## src/rtl/seg_effect_pkg.sv

```systemverilog
// Shared effect-mode codes, blank pattern and per-mode step range for the
// segment reveal/scan driver.
package seg_effect_pkg;

  localparam logic [1:0] MODE_REVEAL_L2R = 2'd0;
  localparam logic [1:0] MODE_REVEAL_R2L = 2'd1;
  localparam logic [1:0] MODE_PINGPONG   = 2'd2;
  localparam logic [1:0] MODE_BLINK      = 2'd3;

  // Wide enough for any supported segment width; users slice down to SEG_W.
  localparam int unsigned        SEG_W_MAX = 32;
  localparam logic [SEG_W_MAX-1:0] LED_BLANK = {SEG_W_MAX{1'b1}};

  // Highest step index reached before the sequence wraps to step 0.
  function automatic int unsigned step_max(input logic [1:0] mode, input int unsigned n);
    case (mode)
      MODE_REVEAL_L2R, MODE_REVEAL_R2L: return n;
      MODE_PINGPONG:                    return 2 * n - 1;
      default:                          return 1;
    endcase
  endfunction

endpackage

```

## src/rtl/tick_div.sv

```systemverilog
// Free-running counter with a run-time terminal; tick is high in the cycle
// the count has reached (or passed) term, and the count clears behind it.
module tick_div #(
  parameter int unsigned W = 8
) (
  input  logic         clk,
  input  logic         rst,
  input  logic         clr,
  input  logic [W-1:0] term,
  output logic         tick
);

  logic [W-1:0] r_cnt;

  // >= so that a terminal lowered mid-count fires at once instead of wrapping.
  assign tick = !clr && (r_cnt >= term);

  always_ff @(posedge clk) begin
    if (rst || clr || tick) begin
      r_cnt <= '0;
    end else begin
      r_cnt <= r_cnt + W'(1);
    end
  end

endmodule

```

## src/rtl/seg_reveal_scan.sv

```systemverilog
// Multiplexed 7-segment scan driver: steps through a reveal/hide effect and
// blanks each scanned digit that the current step does not show.
module seg_reveal_scan
  import seg_effect_pkg::*;
#(
  parameter int unsigned NUM_DIGITS = 7,
  parameter int unsigned SEG_W      = 7,
  parameter int unsigned SCAN_DIV   = 25000,
  parameter int unsigned BASE_DIV   = 50000000
) (
  input  logic                        clk,
  input  logic                        rst,
  input  logic                        en,
  input  logic [1:0]                  frequency,
  input  logic [1:0]                  mode,
  input  logic [NUM_DIGITS*SEG_W-1:0] seg_in,
  output logic [NUM_DIGITS-1:0]       trans,
  output logic [SEG_W-1:0]            led7seg,
  output logic                        cycle_done
);

  localparam int unsigned IDX_W  = $clog2(NUM_DIGITS);
  localparam int unsigned STEP_W = $clog2(2 * NUM_DIGITS);
  localparam int unsigned SCNT_W = (SCAN_DIV > 1) ? $clog2(SCAN_DIV) : 1;
  localparam int unsigned BCNT_W = (BASE_DIV > 1) ? $clog2(BASE_DIV) : 1;
  localparam logic [SEG_W-1:0] BLANK = SEG_W'(LED_BLANK);

  logic [STEP_W-1:0]     r_step, w_step_nxt, w_step_max;
  logic [IDX_W-1:0]      r_idx, w_idx_nxt;
  logic [1:0]            r_mode;
  logic [NUM_DIGITS-1:0] r_trans;
  logic [SEG_W-1:0]      r_led, w_seg;
  logic                  r_done, w_wrap, w_vis;
  logic                  w_mode_chg, w_step_clr, w_scan_tick, w_step_tick;
  logic [BCNT_W-1:0]     w_step_term;

  assign w_mode_chg  = en && (mode != r_mode);
  assign w_step_clr  = !en || w_mode_chg;
  assign w_step_max  = STEP_W'(step_max(r_mode, NUM_DIGITS));
  assign w_step_term = BCNT_W'((BASE_DIV >> frequency) - 1);

  tick_div #(.W(SCNT_W)) u_scan_div (
    .clk (clk),
    .rst (rst),
    .clr (!en),
    .term(SCNT_W'(SCAN_DIV - 1)),
    .tick(w_scan_tick)
  );

  tick_div #(.W(BCNT_W)) u_step_div (
    .clk (clk),
    .rst (rst),
    .clr (w_step_clr),
    .term(w_step_term),
    .tick(w_step_tick)
  );

  // Whether digit i is lit at step s of effect m.
  function automatic logic vis(input logic [1:0] m, input logic [STEP_W-1:0] s,
                               input logic [IDX_W-1:0] i);
    int unsigned si;
    int unsigned ii;
    int unsigned lvl;
    si  = 32'(s);
    ii  = 32'(i);
    lvl = (si <= NUM_DIGITS) ? si : 2 * NUM_DIGITS - si;
    case (m)
      MODE_REVEAL_L2R: return ii < si;
      MODE_REVEAL_R2L: return ii + si >= NUM_DIGITS;
      MODE_PINGPONG:   return ii < lvl;
      default:         return si == 1;
    endcase
  endfunction

  assign w_vis = vis(r_mode, r_step, r_idx);
  assign w_seg = seg_in[32'(r_idx) * SEG_W +: SEG_W];

  // Step / scan-index next state.
  always_comb begin
    w_step_nxt = r_step;
    w_idx_nxt  = r_idx;
    w_wrap     = 1'b0;
    if (!en) begin
      w_step_nxt = '0;
      w_idx_nxt  = '0;
    end else begin
      if (w_scan_tick) begin
        w_idx_nxt = (r_idx == IDX_W'(NUM_DIGITS - 1)) ? '0 : r_idx + IDX_W'(1);
      end
      if (w_mode_chg) begin
        w_step_nxt = '0;
      end else if (w_step_tick) begin
        if (r_step >= w_step_max) begin
          w_step_nxt = '0;
          w_wrap     = 1'b1;
        end else begin
          w_step_nxt = r_step + STEP_W'(1);
        end
      end
    end
  end

  // r_mode follows mode every cycle so a change is seen exactly once.
  always_ff @(posedge clk) begin
    if (rst) begin
      r_step  <= '0;
      r_idx   <= '0;
      r_mode  <= mode;
      r_trans <= '1;
      r_led   <= BLANK;
      r_done  <= 1'b0;
    end else begin
      r_step <= w_step_nxt;
      r_idx  <= w_idx_nxt;
      r_mode <= mode;
      r_done <= w_wrap;
      if (en) begin
        r_trans <= ~(NUM_DIGITS'(1) << r_idx);
        r_led   <= w_vis ? w_seg : BLANK;
      end else begin
        r_trans <= '1;
        r_led   <= BLANK;
      end
    end
  end

  assign trans      = r_trans;
  assign led7seg    = r_led;
  assign cycle_done = r_done;

endmodule
```

## config.mk

```make
export PLATFORM = sky130hd
export DESIGN_NAME = seg_reveal_scan
export DESIGN_NICKNAME = d
export VERILOG_FILES = /design/src/rtl/seg_effect_pkg.sv /design/src/rtl/tick_div.sv /design/src/rtl/seg_reveal_scan.sv
export SDC_FILE = /design/constraint.sdc
export NUM_CORES = 1
export LEC_CHECK = 0
export CAP_MARGIN = 15
export CORE_ASPECT_RATIO = 0.75
export CORE_MARGIN = 2
export CORE_UTILIZATION = 48
export DETAILED_ROUTE_END_ITERATION = 6
export GPL_TIMING_DRIVEN = 0
export PLACE_DENSITY = 0.83
export SLEW_MARGIN = 20
export SYNTH_ARGS = -nofsm -noshare
export SYNTH_HDL_FRONTEND = slang
export SYNTH_SLANG_ARGS = --single-unit
```

## constraint.sdc

```tcl
create_clock -name clk -period 2.7 [get_ports clk]
set_input_delay 0.81 -clock clk [delete_from_list [all_inputs] [get_ports clk]]
set_output_delay 0.81 -clock clk [all_outputs]
set_load 0.02 [all_outputs]
```

**Run 1: PDN straps and rails**

Bar = 20 um. Pins as bars on the die edge.
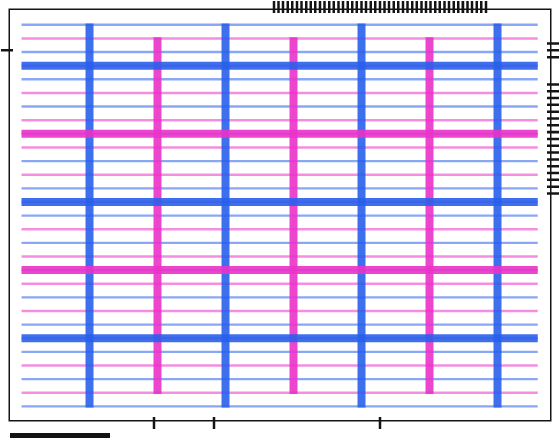
| colour | net |
|---|---|
| blue | VSS |
| magenta | VDD |
met4 straps: 7
signal pins: 71

**Run 1: placed cells, one colour a class**

Bar = 20 um.
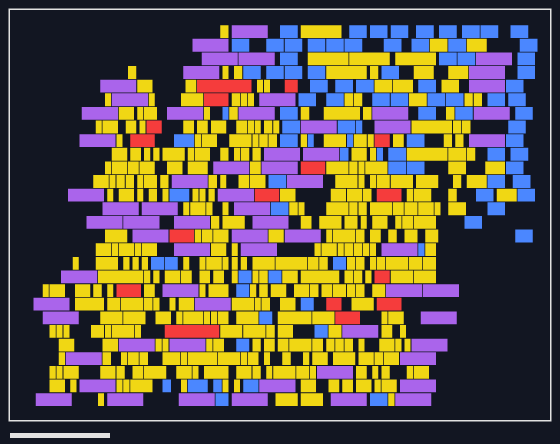
| colour | class | cells |
|---|---|---|
| purple | registers | 65 |
| blue | remaining buffers and delay cells | 92 |
| yellow | remaining logic cells | 358 |
| red | clock drivers and dummy loads | 16 |

**Run 1: clock distribution**

Bar = 20 um.
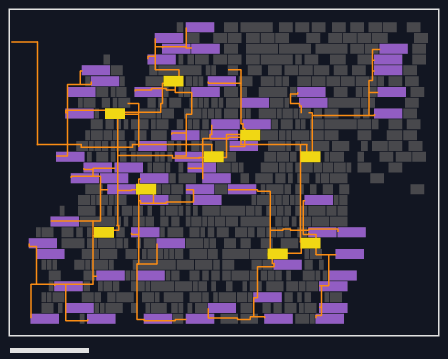
[yellow] clock-net drivers | count: 9
[orange] clock wires | length: 845 um
[purple] flip-flops | count: 65
routed clock nets: 10

==> results.ini, run 1 <==
[setup_path]
startpoint_type=input pin
crit_arrival_ns=2.75
critPathTopFamily=AND-OR/OR-AND gates
end_kind=flip-flop

[synthesis]
synth.avg_cell_area_um2=8.955
ys_sh_xor=0.09487
synth_chip_area_um2=3877

[die]
die-area_um2=8820
taps=105
die_width_um=107.8
core_region_area_um2=7848

[sta]
worst_pin_slew_ns=0.6087
fin_crit_ns=2.531

[hold_path]
hold_path_end=u_scan_div.r_cnt[0]$_SDFF_PP0_

[power]
power_frac_clock=0.447
p_seq_frac=0.460
p_total_w=0.002109

[cells_and_area]
seqAreaFraction=0.2567
lay_top_count=clkdlybuf4s50_1
largestClassByArea=logic gates
n_antenna_cell=0
nClkBuffers=9

[cts]
cts_buffers=9
clkLatencyLatePin_ns=0.35

[detailed_routing]
firstDrtPassIters=4
wl_met1_um=4303

[outcome]
outcome=completed

## Run 2: what changed since run 1
Settings changed: REMOVE_ABC_BUFFERS from default to 1.
==> run 2 against run 1 <==
  * Clock power rose by 9%
  * Area after synthesis is the same
  * Synthesized cell count is the same
  * Flip-flop count is the same
  * Count of clock-buffer cells in the layout grew 1
  * Final cell count is 1.3% lower
  * Clock skew decreased by 0.0018 ns
  * Global-route usage up 0.055 points
  * Worst setup slack lost 0.13 ns
==> results.ini, run 2 <==
[synthesis]
top_area_cell=dfxtp_1  ; unchanged
ys_sh_xor=0.09487  ; unchanged
synth.avg_cell_area_um2=8.955  ; unchanged
ys_async_sr_fraction=0  ; unchanged
synth_chip_area_um2=3877  ; unchanged
ff_type=dfxtp_1  ; unchanged

[setup_path]
cp-startpoint=frequency[0]  ; unchanged
critPathTopFamily=simple AND/OR/NAND/NOR gates  ; was AND-OR/OR-AND gates
worst-setup-path-type=in -> reg  ; unchanged
rr_worst_depth=8  ; unchanged
startpoint_type=input pin  ; unchanged
crit_arrival_ns=2.89  ; was 2.75 ns
end_kind=flip-flop  ; unchanged

[power]
p_total_w=0.002202  ; was 0.002109 W
comb_power_share=0.090  ; was 0.093
p_seq_frac=0.440  ; was 0.460
power_frac_clock=0.470  ; was 0.447

[cts]
cts_buffers=9  ; unchanged
clkLatencyLatePin_ns=0.35  ; about the same

[cells_and_area]
n_antenna_cell=0  ; unchanged
largestClassByArea=logic gates  ; unchanged
nClkBuffers=10  ; was 9
final-clk-cell-share=0.04891  ; was 0.04468

[detailed_routing]
wl_met1_um=4262  ; was 4303 um
firstDrtPassIters=5  ; was 4

[die]
die-area_um2=8820  ; unchanged
taps=105  ; unchanged
io_pins=71  ; unchanged
die_width_um=107.8  ; unchanged

[sta]
fin_crit_ns=2.663  ; was 2.531 ns
worst_pin_slew_ns=0.9932  ; was 0.6087 ns

[outcome]
outcome=completed  ; unchanged

[hold_path]
hold_path_end=u_scan_div.r_cnt[0]$_SDFF_PP0_  ; unchanged

**Run 2: PDN straps and rails**

Bar = 20 um. Pins as bars on the die edge.
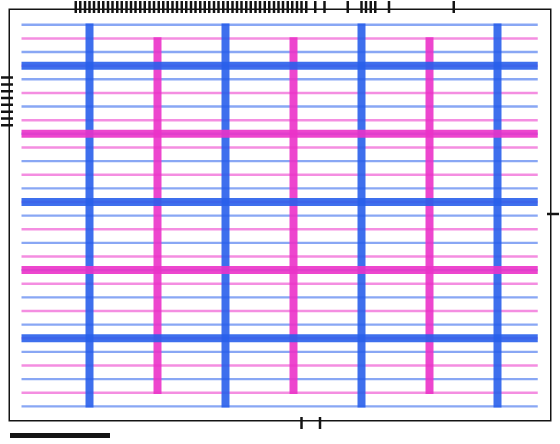
| colour | net |
|---|---|
| magenta | VDD |
| blue | VSS |
met4 straps: 7
met1 rails: 29
signal pins: 71
met5 straps: 5

**Run 2: placed cells, one colour a class**

Bar = 20 um.
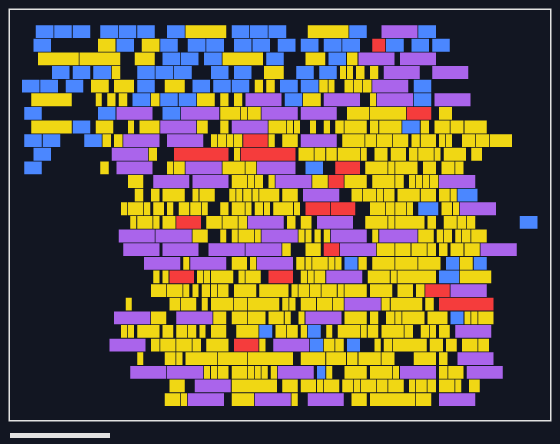
| colour | class | cells |
|---|---|---|
| purple | registers | 65 |
| blue | remaining buffers and delay cells | 80 |
| red | clock drivers and dummy loads | 16 |
| yellow | remaining logic cells | 362 |

Power figures rest on the tool's default switching activity, not on a simulated workload.
